$ cat src/rtl/divide32_request_sequencer.sv
`default_nettype none
// ============================================================================
// Module      : divide32_request_sequencer
// Description : Request FIFO and result collector for a 32/16 unsigned
//               restoring divider. Issues one request at a time with a
//               single-cycle div_start, waits for the divider, then holds
//               quotient/remainder under a valid/ready handshake.
//               Optional macro DIV0_BYPASS_EN: zero-divisor requests are
//               answered locally without starting the divider.
// Revision    : 1.0 - initial release
// ============================================================================
module divide32_request_sequencer #(
    parameter int DEPTH = 4,
    parameter int PTR_W = 2
) (
    input  logic             clock,
    input  logic             reset,
    input  logic             req_valid,
    output logic             req_ready,
    input  logic [31:0]      req_dividend,
    input  logic [15:0]      req_divisor,
    output logic             res_valid,
    input  logic             res_ready,
    output logic [31:0]      res_quotient,
    output logic [15:0]      res_remainder,
    output logic             res_div0,
    output logic             div_start,
    output logic [31:0]      div_dividend,
    output logic [15:0]      div_divisor,
    input  logic [31:0]      div_quotient,
    input  logic [15:0]      div_remainder,
    input  logic             div_ready,
    input  logic             div_busy,
    output logic [PTR_W:0]   pending
);

    localparam logic [1:0]       c_IDLE    = 2'd0;
    localparam logic [1:0]       c_WAIT    = 2'd1;
    localparam logic [1:0]       c_HOLD    = 2'd2;
    localparam logic [PTR_W:0]   c_FULL    = (PTR_W + 1)'(DEPTH);
    localparam logic [PTR_W:0]   c_CNT_ONE = (PTR_W + 1)'(1);
    localparam logic [PTR_W-1:0] c_PTR_ONE = PTR_W'(1);

    // FIFO storage and pointers
    logic [31:0]      fifo_dvd_q [DEPTH];
    logic [31:0]      fifo_dvd_d [DEPTH];
    logic [15:0]      fifo_dvs_q [DEPTH];
    logic [15:0]      fifo_dvs_d [DEPTH];
    logic [PTR_W-1:0] wr_ptr_q, wr_ptr_d;
    logic [PTR_W-1:0] rd_ptr_q, rd_ptr_d;
    logic [PTR_W:0]   count_q,  count_d;

    // Sequencer state
    logic [1:0]       state_q, state_d;
    logic             seen_busy_q, seen_busy_d;
    logic [31:0]      op_dvd_q, op_dvd_d;
    logic [15:0]      op_dvs_q, op_dvs_d;
    logic             res_valid_q, res_valid_d;
    logic [31:0]      res_quo_q, res_quo_d;
    logic [15:0]      res_rem_q, res_rem_d;
`ifdef DIV0_BYPASS_EN
    logic             res_div0_q, res_div0_d;
`endif

    // Combinational control
    logic             w_push;
    logic             w_pop;
    logic             w_pop_issue;
    logic             w_pop_bypass;
    logic             w_capture;
    logic             w_res_accept;
    logic             w_fifo_empty;
    logic [31:0]      w_head_dvd;
    logic [15:0]      w_head_dvs;

    assign w_fifo_empty = (count_q == '0);
    assign w_head_dvd   = fifo_dvd_q[rd_ptr_q];
    assign w_head_dvs   = fifo_dvs_q[rd_ptr_q];
    // Readiness depends on stored occupancy only, so a pop in the same
    // cycle never opens room for a push into a full FIFO.
    assign req_ready    = reset & (count_q != c_FULL);
    assign w_push       = req_valid & req_ready;
    assign w_pop        = w_pop_issue | w_pop_bypass;

`ifdef DIV0_BYPASS_EN
    logic w_head_zero;
    assign w_head_zero = (w_head_dvs == 16'd0);
`endif

    // FSM state register
    always_ff @(posedge clock) begin
        if (!reset) begin
            state_q <= c_IDLE;
        end else begin
            state_q <= state_d;
        end
    end

    // FSM next-state: one division in flight, result held until accepted
    always_comb begin
        state_d = state_q;
        case (state_q)
            c_IDLE: begin
                if (w_pop_issue) begin
                    state_d = c_WAIT;
                end else if (w_pop_bypass) begin
                    state_d = c_HOLD;
                end
            end
            c_WAIT: begin
                if (w_capture) begin
                    state_d = c_HOLD;
                end
            end
            c_HOLD: begin
                if (w_res_accept) begin
                    state_d = c_IDLE;
                end
            end
            default: state_d = c_IDLE;
        endcase
    end

    // FSM outputs: pop/issue decision, capture and result acceptance strobes
    always_comb begin
        w_pop_issue  = 1'b0;
        w_pop_bypass = 1'b0;
        w_capture    = 1'b0;
        w_res_accept = 1'b0;
        case (state_q)
            c_IDLE: begin
                if (reset && !w_fifo_empty) begin
`ifdef DIV0_BYPASS_EN
                    if (w_head_zero) begin
                        w_pop_bypass = 1'b1;
                    end else
`endif
                    if (!div_busy) begin
                        w_pop_issue = 1'b1;
                    end
                end
            end
            // A stale div_ready from a previous operation is ignored until
            // the divider has been seen busy on the current one.
            c_WAIT:  w_capture    = seen_busy_q & div_ready & ~div_busy;
            c_HOLD:  w_res_accept = res_ready;
            default: ;
        endcase
    end

    // Datapath next-state: FIFO, operand latch, busy tracker, result register
    always_comb begin
        fifo_dvd_d  = fifo_dvd_q;
        fifo_dvs_d  = fifo_dvs_q;
        wr_ptr_d    = wr_ptr_q;
        rd_ptr_d    = rd_ptr_q;
        count_d     = count_q;
        op_dvd_d    = op_dvd_q;
        op_dvs_d    = op_dvs_q;
        seen_busy_d = seen_busy_q;
        res_valid_d = res_valid_q;
        res_quo_d   = res_quo_q;
        res_rem_d   = res_rem_q;
`ifdef DIV0_BYPASS_EN
        res_div0_d  = res_div0_q;
`endif
        if (w_push) begin
            fifo_dvd_d[wr_ptr_q] = req_dividend;
            fifo_dvs_d[wr_ptr_q] = req_divisor;
            wr_ptr_d             = wr_ptr_q + c_PTR_ONE;
        end
        if (w_pop) begin
            rd_ptr_d = rd_ptr_q + c_PTR_ONE;
        end
        case ({w_push, w_pop})
            2'b10:   count_d = count_q + c_CNT_ONE;
            2'b01:   count_d = count_q - c_CNT_ONE;
            default: ;
        endcase
        if (state_q == c_IDLE) begin
            seen_busy_d = 1'b0;
        end else if ((state_q == c_WAIT) && div_busy) begin
            seen_busy_d = 1'b1;
        end
        if (w_pop_issue) begin
            op_dvd_d = w_head_dvd;
            op_dvs_d = w_head_dvs;
        end
        if (w_capture) begin
            res_valid_d = 1'b1;
            res_quo_d   = div_quotient;
            res_rem_d   = div_remainder;
`ifdef DIV0_BYPASS_EN
            res_div0_d  = 1'b0;
`endif
        end
        if (w_pop_bypass) begin
            res_valid_d = 1'b1;
            res_quo_d   = 32'hFFFF_FFFF;
            res_rem_d   = w_head_dvd[15:0];
`ifdef DIV0_BYPASS_EN
            res_div0_d  = 1'b1;
`endif
        end
        if (w_res_accept) begin
            res_valid_d = 1'b0;
        end
    end

    // Datapath registers; reset flushes the FIFO and discards any result
    always_ff @(posedge clock) begin
        if (!reset) begin
            for (int i = 0; i < DEPTH; i++) begin
                fifo_dvd_q[i] <= '0;
                fifo_dvs_q[i] <= '0;
            end
            wr_ptr_q    <= '0;
            rd_ptr_q    <= '0;
            count_q     <= '0;
            op_dvd_q    <= '0;
            op_dvs_q    <= '0;
            seen_busy_q <= 1'b0;
            res_valid_q <= 1'b0;
            res_quo_q   <= '0;
            res_rem_q   <= '0;
`ifdef DIV0_BYPASS_EN
            res_div0_q  <= 1'b0;
`endif
        end else begin
            fifo_dvd_q  <= fifo_dvd_d;
            fifo_dvs_q  <= fifo_dvs_d;
            wr_ptr_q    <= wr_ptr_d;
            rd_ptr_q    <= rd_ptr_d;
            count_q     <= count_d;
            op_dvd_q    <= op_dvd_d;
            op_dvs_q    <= op_dvs_d;
            seen_busy_q <= seen_busy_d;
            res_valid_q <= res_valid_d;
            res_quo_q   <= res_quo_d;
            res_rem_q   <= res_rem_d;
`ifdef DIV0_BYPASS_EN
            res_div0_q  <= res_div0_d;
`endif
        end
    end

    // Operands come straight from the FIFO head in the start cycle, then
    // from the latch so they stay put until the result is accepted.
    assign div_start     = w_pop_issue;
    assign div_dividend  = w_pop_issue ? w_head_dvd : op_dvd_q;
    assign div_divisor   = w_pop_issue ? w_head_dvs : op_dvs_q;
    assign res_valid     = res_valid_q;
    assign res_quotient  = res_quo_q;
    assign res_remainder = res_rem_q;
    assign pending       = count_q;
`ifdef DIV0_BYPASS_EN
    assign res_div0      = res_div0_q;
`else
    assign res_div0      = 1'b0;
`endif

endmodule
`default_nettype wire

$ cat config.mk
export PLATFORM = sky130hd
export DESIGN_NAME = divide32_request_sequencer
export DESIGN_NICKNAME = d
export VERILOG_FILES = /design/src/rtl/divide32_request_sequencer.sv
export SDC_FILE = /design/constraint.sdc
export NUM_CORES = 1
export LEC_CHECK = 0
export CAP_MARGIN = 15
export CORE_MARGIN = 10
export CORE_UTILIZATION = 45
export CTS_CLUSTER_SIZE = 20
export DETAILED_ROUTE_END_ITERATION = 8
export PLACE_DENSITY_LB_ADDON = 0.08
export SLEW_MARGIN = 10
export SYNTH_ARGS = -nofsm -noshare
export SYNTH_HDL_FRONTEND = slang
export SYNTH_SLANG_ARGS = --single-unit
export TNS_END_PERCENT = 50
$ cat constraint.sdc
create_clock -name clock -period 3.31 [get_ports clock]
set_input_delay 0.662 -clock clock [delete_from_list [all_inputs] [get_ports clock]]
set_output_delay 0.662 -clock clock [all_outputs]
set_load 0.01 [all_outputs]
==> run_1/pins.png <==
Bar = 50 um. Pins as bars across the die edge, other pins in gray.
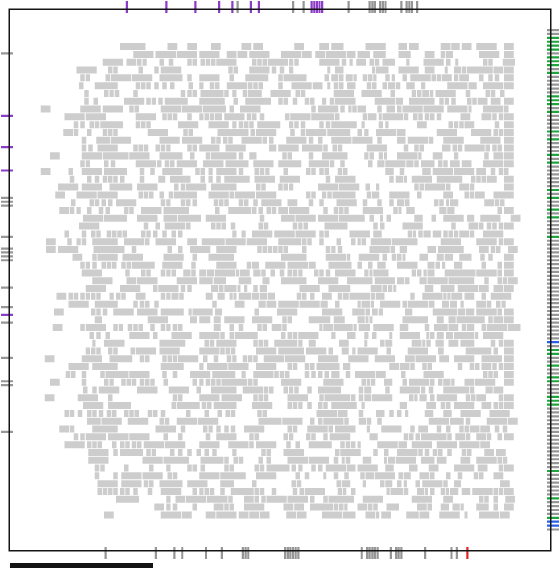
| port | color | pins | direction | edge |
|---|---|---|---|---|
| res_div0 | red | 1 | output | bottom |
| req_divisor | purple | 16 | input | 12 top, 4 left |
| pending | blue | 3 | output | right |
| res_quotient | green | 32 | output | right |

==> run_1/density.png <==
19 x 19 tiles, from white (low) to dark blue (high), 0 to 100% covered.
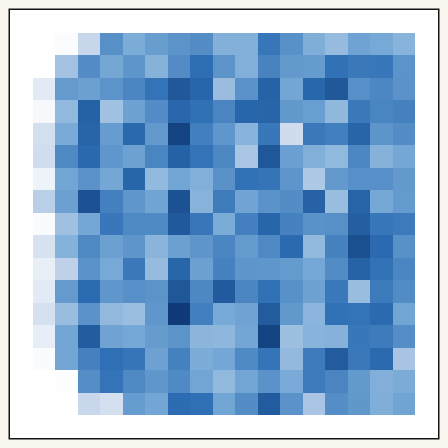
tiles over 75% full: 12%
densest ninth of the die: center
nearly empty tiles: 22%
mean over tiles: 46%
FP Util: 45.7%
Core Region: 27,900 sq um
post-layout util: 59.6%

==> run notes, run 1 <==
flow finished, numbers: status=complete, no violations, CTS Sinks=299, DRC viols=0, final setup skew=0.0200 ns, Worst Slack Setup Final=0.0661 ns, Crit path top cell by count=clkdlybuf4s50_1, Slew headroom=26.3%, footprint of the multi-input gates=6100 sq um, I/O pins=205, most common logic cells in the final layout=dfxtp_1 (297), a21oi_1 (292), nand3_1 (291), synthesized cell area=12,700 sq um, mi-comb count=1,017, Flop Count=299, tool warnings=43, GRT overflow=0, Max VDD drop=360 uV, Slowest-stage cell, CP=or4b_4, CP max FO=26, via/cell ratio=5.87, crit path kind=in2out, hold_ws=0.465 ns, routed wire length=42,500 um, combinational power share=11.0%, count leader, synth=dfxtp_1, first-pass GRT wire length=65,600 um, Final #Nets=1,754, unrepaired setup endpoints after global routing=true, CTS max path bufs=3, Non-Clock Inverter Count=9, syn_nets=1,604, Clock Latency Late Sink=0.51 ns, max-capacitance violation count=0, CTS tree=built, part of the Yosys area used for sequential elements=47.0%, WP data arrival=2.58 ns, share of layout cells above drive strength 1=12.9%, Reg area=5990 sq um, GP Congestion=0.782, vias post-DR=12,000, Synth top cells by count=dfxtp_1 (299), nand3_1 (293), a21oi_1 (292), Placed Instances=1,982, top_reg_cell synth=dfxtp_1, Root Buffer=clkbuf_16, dominant logic cell type in the layout=dfxtp_1, DRT iter0 DRCs=1,534, switching share of power=24.7%, Max stage delay on crit path=0.53 ns, final hold viol count=0, DP HPWL=25,700 um, critical-path cell list=clkdlybuf4s50_1 > or4b_4 > buf_16 > o21ai_1 > nand2_1 > clkdlybuf4s50_1, type of the most critical hold path=reg2reg, setup TNS=0 ns, max-slew violation count=0, Tot Pwr=8.56 mW, Gate Count Post-Synth=1,496, Synth Area per Inst=8.51 sq um, clk slew on worst S/H paths=0.06 ns, antenna violations before repair=2, Final ANT Viol Nets=0, Comb/total area=36.8%, number of enable flip-flop cells=0, Tightest Pin Transition=1.11 ns, Setup crit start=div_busy, internal power=6.44 mW, maximum clock frequency=308 MHz, post-synth top area cell=dfxtp_1, Place WS=-0.124 ns
==> run_1/drive_strength.png <==
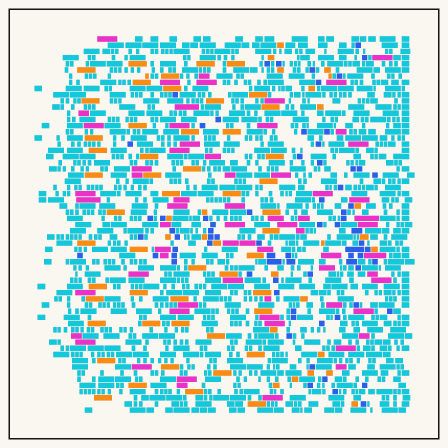
| size | color | cells | share | most used |
|---|---|---|---|---|
| drive 3 to 4 | blue | 74 | 4.4% | buf_4 |
| drive 6 and up | magenta | 65 | 3.9% | clkbuf_16 |
| drive 2 | orange | 76 | 4.6% | mux4_2 |
| drive 1 or less | cyan | 1,453 | 87% | dfxtp_1 |
Non-Clock Buffer Count: 285
Final Instance Area: 16,600 sq um

==> run_1/final_placement.png <==
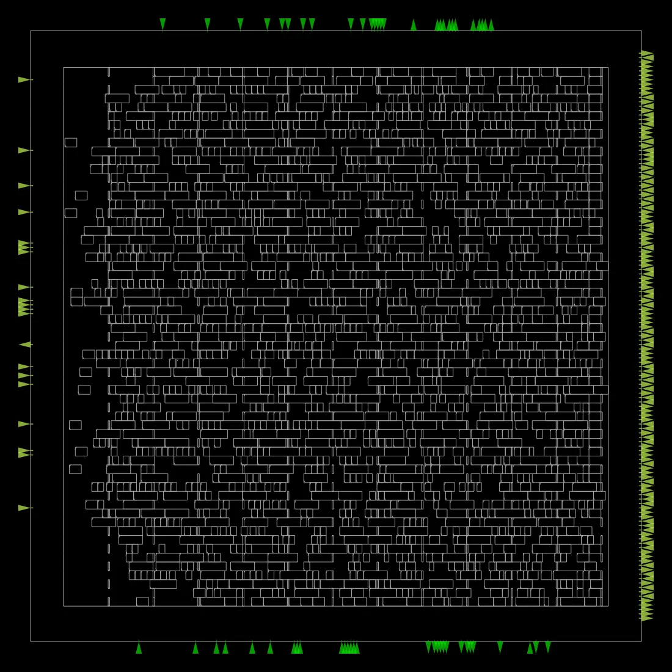
Rows: 61
fin cells: 2,048

==> run 1: final timing paths <==
| kind | to | slack [ns] | cells after the start |
|---|---|---|---|
| max | div_dividend[7] | 0.07 | 6 |
| min reg2reg | op_dvs_q[2] | 0.46 | 2 |
| min | op_dvs_q[2] | 0.46 | 2 |
| max reg2reg | pending[2] | 0.47 | 10 |
==> run 1: cell families after synthesis <==
kind of cell	count (synthesis)	share of synthesized area, %
compound gates	586	23.1
simple gates	371	14.4
flops	299	47.0
buf+inv	180	5.89
mux	51	8.73
fa+ha+maj	6	0.649
xor+xnor	2	0.138
other cells	1	0.0295
==> run 1: what timing repair did <==
| item | in CTS | in global routing |
|---|---|---|
| setup endpoints to repair | 49 | 19 |
| setup buffers | 0 | 3 |
| gates resized | 76 | 30 |
| cloned | 0 | 3 |
==> run 1: worst max-delay path: cells and delay by family <==
family / cells / cell delay, ns
AOI/OAI and AO/OA: 1 / 0.19
buffers and inverters: 3 / 1.12
and+or+nand+nor: 2 / 0.60
==> run 1: routing by layer <==
layer  part of all wire (%)  global-route usage (%)  vias to the layer above
met4                    1.4                    5.26                        0
met3                    8.2                    5.80                       55
li1                       -                       -                     5723
met1                     46                    31.7                     5786
met5                      0                       0                        -
met2                     45                    33.4                      452
==> run 1: sequential cells by signal, indices dropped and copies added, names as in the netlist <==
register       flops
wr_ptr_q           2
rd_ptr_q           2
res_quotient      32
res_remainder     16
seen_busy_q        1
fifo_dvd_q       128
op_dvd_q          32
state_q            2
pending            3
res_valid          1
fifo_dvs_q        64
op_dvs_q          16
==> run 1: power by group through the flow <==
stage	Combinational [mW]	Sequential, mW	Clock (mW)
CTS	0.909	3.73	3.96
global route	1.02	3.74	4.09
finish	0.939	3.74	3.88
detailed placement	0.896	3.81	0
global placement	0.891	3.81	0
floorplan	0.499	3.79	0
==> run 2: changes to the inputs <==
--- a/config.mk
+++ b/config.mk
@@ -5,6 +5,7 @@
 export SDC_FILE = /design/constraint.sdc
 export NUM_CORES = 1
 export LEC_CHECK = 0
+export ABC_AREA = 1
 export CAP_MARGIN = 15
 export CORE_MARGIN = 10
 export CORE_UTILIZATION = 45
==> run notes, run 2 <==
flow finished, numbers: CP max FO=22 (was 26), CTS tree=built (unchanged), GP Congestion=0.752 (was 0.782), Non-Clock Inverter Count=209 (was 9), Resize count post-CTS=0 (was 76), max-capacitance violation count=0 (unchanged), syn_nets=2,239 (was 1,604), top_reg_cell synth=dfxtp_1 (unchanged), Final Instance Area=16,700 sq um (was 16,600 sq um), Clock Latency Late Sink=0.51 ns (about the same), final hold viol count=0 (unchanged), Final ANT Viol Nets=0 (unchanged), combinational power share=12.5% (was 11.0%), status=complete, no violations (unchanged), post-layout util=56.6% (was 59.6%), share of layout cells above drive strength 1=3.93% (was 12.9%), fin cells=2,680 (was 2,048), mi-comb count=1,496 (was 1,017), CTS Sinks=299 (unchanged), Comb/total area=36.1% (was 36.8%), DP HPWL=22,600 um (was 25,700 um), footprint of the multi-input gates=6040 sq um (was 6100 sq um), hold_ws=0.470 ns (was 0.465 ns), max-slew violation count=0 (unchanged), Synth Area per Inst=6.30 sq um (was 8.51 sq um), first-pass GRT wire length=60,000 um (was 65,600 um), Synth top cells by count=nand2_1 (778), nor2_1 (485), dfxtp_1 (299) (was dfxtp_1 (299), nand3_1 (293), a21oi_1 (292)), # Post-CTS Setup Buffers=0 (unchanged), Gate Count Post-Synth=2,131 (was 1,496), crit path kind=in2out (unchanged), drt pass-1 iters=5 (unchanged), CTS max path bufs=3 (unchanged), max reg flops=128 (unchanged), most common logic cells in the final layout=nand2_1 (777), nor2_1 (485), dfxtp_1 (297) (was dfxtp_1 (297), a21oi_1 (292), nand3_1 (291)), internal power=6.31 mW (was 6.44 mW), via/cell ratio=4.72 (was 5.87), DRC viols=0 (unchanged), number of enable flip-flop cells=0 (unchanged), setup TNS=0 ns (unchanged), FP Util=45.4% (was 45.7%), Place WS=0.136 ns (was -0.124 ns), Reg area=5990 sq um (about the same), vias post-DR=12,600 (was 12,000), Max VDD drop=379 uV (was 360 uV), Placed Instances=2,621 (was 1,982), count leader, synth=nand2_1 (was dfxtp_1), Slew headroom=44.1% (was 26.3%), clk slew on worst S/H paths=0.05 ns (was 0.06 ns), part of the Yosys area used for sequential elements=44.6% (was 47.0%), Largest regs=fifo_dvd_q x128, fifo_dvs_q x64 (unchanged), type of the most critical hold path=reg2reg (unchanged), DRT iter0 DRCs=930 (was 1,534), final setup skew=0.0109 ns (was 0.0200 ns), Non-Clock Buffer Count=227 (was 285), Biggest register=fifo_dvd_q (unchanged), Rows=63 (was 61), dominant logic cell type in the layout=nand2_1 (was dfxtp_1), Final #Nets=2,375 (was 1,754), switching share of power=25.2% (was 24.7%), I/O pins=205 (unchanged), Root Buffer=clkbuf_16 (unchanged), synthesized cell area=13,400 sq um (was 12,700 sq um), post-synth top area cell=dfxtp_1 (unchanged), tool warnings=32 (was 43), unrepaired setup endpoints after global routing=false (was true), R2R Setup Slk=1.05 ns (was 0.47 ns), maximum clock frequency=316 MHz (was 308 MHz)
-- run 2: power groups by stage --
| stage | clock [mW] | sequential [mW] | combinational, mW |
|---|---|---|---|
| after detailed placement | 0 | 3.83 | 1.06 |
| after global placement | 0 | 3.83 | 1.05 |
| after global routing | 3.87 | 3.76 | 1.21 |
| after floorplan | 0 | 3.82 | 0.645 |
| final | 3.64 | 3.75 | 1.06 |
| after CTS | 3.73 | 3.75 | 1.07 |
-- run 2: final timing paths --
| path | end | start | cells past startpoint |
|---|---|---|---|
| setup / recovery | div_dividend[7] | div_busy | 9 |
| hold / removal | op_dvd_q[16] | op_dvd_q[16] | 2 |
| setup reg to reg | pending[2] | state_q[0] | 12 |
| hold reg to reg | op_dvd_q[16] | op_dvd_q[16] | 2 |
-- run 2: logic make-up after synthesis --
logic type	share of synthesized area, %
other	0.0279
AND-OR/OR-AND	4.14
AND/OR/NAND/NOR	39.8
flip-flops	44.6
buffers and inverters	10.7
XOR/XNOR	0.0652
adder cells (fa/ha/maj)	0.615
-- run 2: metal layers --
layer  up-vias  GRT usage, %  part of all wire, %
li1       6606             -                    -
met1      5731          24.2                   44
met2       253          32.8                   47
met3        51          5.38                  7.0
met4         0          5.66                  2.1
met5         -             0                    0
-- run 2: worst max-delay path, stage by stage --
cell	delay, ns
clkdlybuf4s50_1	0.51
inv_2	0.06
nand2_1	0.06
nor2_1	0.06
nand2_2	0.08
buf_4	0.31
nand2_1	0.13
nand2_1	0.09
clkdlybuf4s50_1	0.53
==> run_2/final_placement.png <==
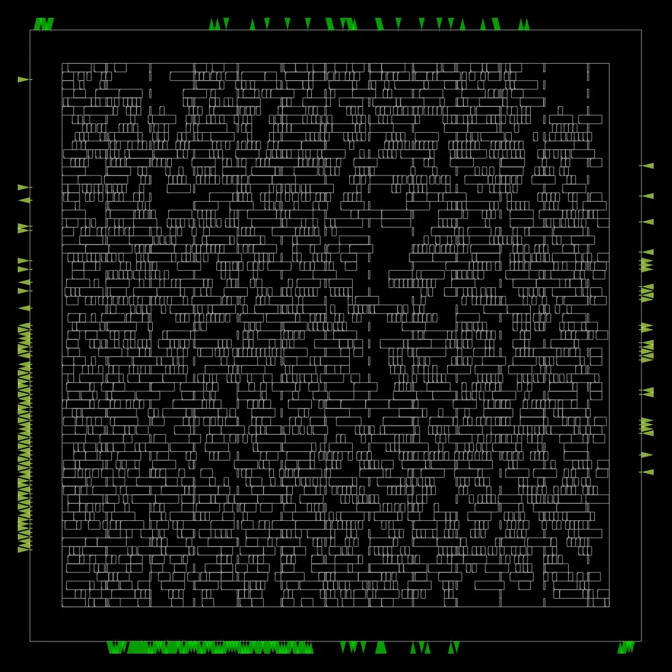
Flop Count: 299
sequential cell area share: 35.8%
Core Region: 29,600 sq um
fill count: 2,889

==> run 3: changes to the inputs <==
==> constraint.sdc (replaced) <==
create_clock -name clock -period 4 [get_ports clock]
set_input_delay 0.8 -clock clock [delete_from_list [all_inputs] [get_ports clock]]
set_output_delay 0.8 -clock clock [all_outputs]
set_load 0.01 [all_outputs]
==> run notes, run 3 <==
flow finished, numbers: status=complete, no violations (unchanged), synthesized cell area=13,400 sq um (unchanged), Slew headroom=31.1% (was 44.1%), WP data arrival=2.85 ns (was 2.51 ns), Mux area share=0% (unchanged), drt pass-1 iters=6 (was 5), clk slew on worst S/H paths=0.06 ns (was 0.05 ns), FP Util=45.4% (unchanged), WP buf/inv=3 (was 4), Place WS=0.453 ns (was 0.136 ns), maximum clock frequency=274 MHz, Slowest-stage cell, CP=clkdlybuf4s50_1 (unchanged), via/cell ratio=4.64 (was 4.72), CP delay by family, top=buffers and inverters (unchanged), Critical R2R Capture=pending[2] (unchanged), GR Util met1=24.5% (was 24.2%), hold path depth=2 (unchanged), GR Util met2=31.4% (was 32.8%), vias post-DR=12,400 (was 12,600), DRT iter0 DRCs=744 (was 930), met3 wire length=2690 um (was 2600 um), global route hottest layer=met2 (unchanged), crit path kind=reg2out (was in2out), final setup skew=0.0156 ns (was 0.0109 ns), max-capacitance violation count=0 (unchanged), Clock Latency Late Sink=0.51 ns (about the same), critical-path cell list=clkinv_2 > buf_12 > nand2_1 > nand3_1 > nand2_1 > nand2_1 > nand2_1 > clkdlybuf4s50_1 (was clkdlybuf4s50_1 > inv_2 > nand2_1 > nor2_1 > nand2_2 > buf_4 > nand2_1 > nand2_1 > clkdlybuf4s50_1), final hold viol count=0 (unchanged), # Post-CTS Setup Buffers=0 (unchanged), Core Region=29,600 sq um (unchanged), DRC viols=0 (unchanged), Root Buffer=clkbuf_16 (unchanged), share of layout cells above drive strength 1=3.67% (was 3.93%), Complex Gates by Area=4.14% (unchanged), Max stage delay on crit path=0.54 ns (was 0.53 ns), max-slew violation count=0 (unchanged), Crit path top cell by count=nand2_1 (unchanged), Resize count post-CTS=0 (unchanged), syn_nets=2,239 (unchanged), most common logic cells in the final layout=nand2_1 (777), nor2_1 (485), dfxtp_1 (297) (unchanged), reg2reg path depth=12 (unchanged), dominant logic cell type in the layout=nand2_1 (unchanged), met2 wire length=16,400 um (was 17,200 um), Setup crit end=div_dividend[5] (was div_dividend[7]), CTS Sinks=299 (unchanged), top layer in use=met5 (was met4), max reg flops=128 (unchanged), grt met3 use=5.89% (was 5.38%), area fraction in xor and xnor cells=0.0652% (unchanged), met1 WL=16,800 um (was 16,400 um), switching share of power=25.2% (about the same), GP Congestion=0.754 (was 0.752), Final #Nets=2,374 (was 2,375), routed wire length=36,500 um (was 36,900 um), Tightest Pin Transition=1.03 ns (was 0.838 ns), fin cells=2,679 (was 2,680), hold_sp=op_dvd_q[14] (was op_dvd_q[16]), number of enable flip-flop cells=0 (unchanged), Biggest register=fifo_dvd_q (unchanged), GRT overflow=0 (unchanged), CP max FO=43 (was 22), tool warnings=31 (was 32), area share of fa/ha/maj cells after synthesis=0.615% (unchanged), Largest logic family=simple AND/OR/NAND/NOR gates (unchanged), post-synth top area cell=dfxtp_1 (unchanged), CTS tree=built (unchanged), yosys simple share=39.8% (unchanged), first-pass GRT wire length=58,600 um (was 60,000 um), I/O pins=205 (unchanged), Gate Count Post-Synth=2,131 (unchanged), combinational power share=12.4% (was 12.5%), Max VDD drop=302 uV (was 379 uV), unrepaired setup endpoints after global routing=false (unchanged), hold_ws=0.470 ns (about the same)
-- run 3: through the flow --
| step | utilization [%] | power [mW] |
|---|---|---|
| floorplan | - | 3.70 |
| global placement | 52.7 | 4.03 |
| detailed placement | 52.7 | 4.04 |
| CTS | 56.3 | 7.06 |
| global route | 56.3 | 7.30 |
| finish | 56.3 | 6.98 |
-- run 3: area by class of cell --
| type | instances | area (sq um) | share of cell area, % |
|---|---|---|---|
| clock inverter | 1 | 5.00 | 0.0301 |
| sequential | 299 | 5990 | 36.0 |
| multi-input combinational | 1496 | 6040 | 36.3 |
| clock buffer | 59 | 1070 | 6.42 |
| inverter | 209 | 786 | 4.72 |
| tap | 390 | 488 | 2.93 |
| timing repair buffer | 225 | 2270 | 13.7 |
-- run 3: cell families (layout without fill, tap and decap cells) --
group / Yosys count / count (layout)
xor gates and xnor gates: 1 / 1
DFF: 299 / 299
buffers and inverters: 336 / 494
adders and majority gates: 6 / 6
other: 1 / 1
and+or+nand+nor: 1377 / 1377
AOI/OAI and AO/OA: 111 / 111
-- run 3: worst register-to-register path: cells and delay by family, from the launching register on --
| family | cells | cell delay [ns] |
|---|---|---|
| flip-flops | 1 | 0.32 |
| AND-OR/OR-AND | 2 | 0.22 |
| buffers and inverters | 3 | 0.46 |
| AND/OR/NAND/NOR | 5 | 0.63 |
| adder cells (fa/ha/maj) | 2 | 0.62 |
-- run 3: power groups by stage --
| stage | clock network (mW) | registers (mW) | logic [mW] |
|---|---|---|---|
| after global routing | 3.21 | 3.11 | 0.984 |
| after detailed placement | 0 | 3.17 | 0.870 |
| after floorplan | 0 | 3.16 | 0.534 |
| after CTS | 3.09 | 3.10 | 0.875 |
| after global placement | 0 | 3.17 | 0.863 |
| final | 3.01 | 3.10 | 0.867 |
==> run_3/final_placement.png <==
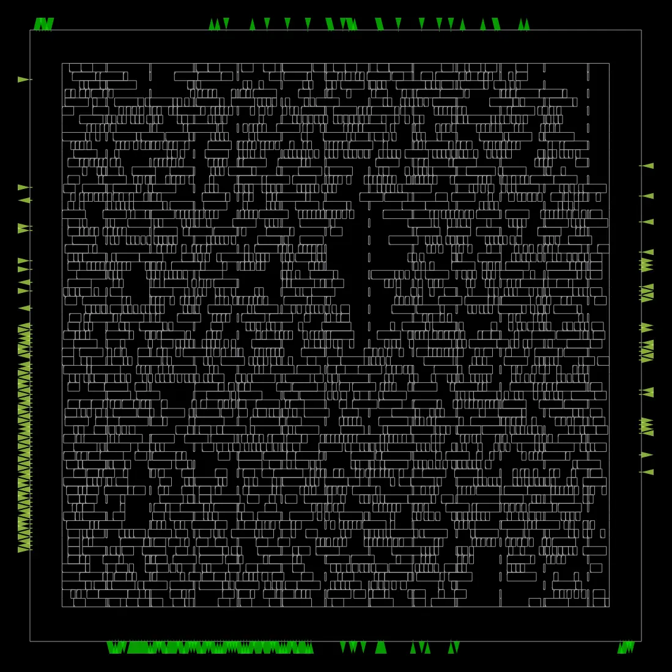
fill count: 2,929
Rows: 63

Power is estimated from default activity; no workload was simulated.
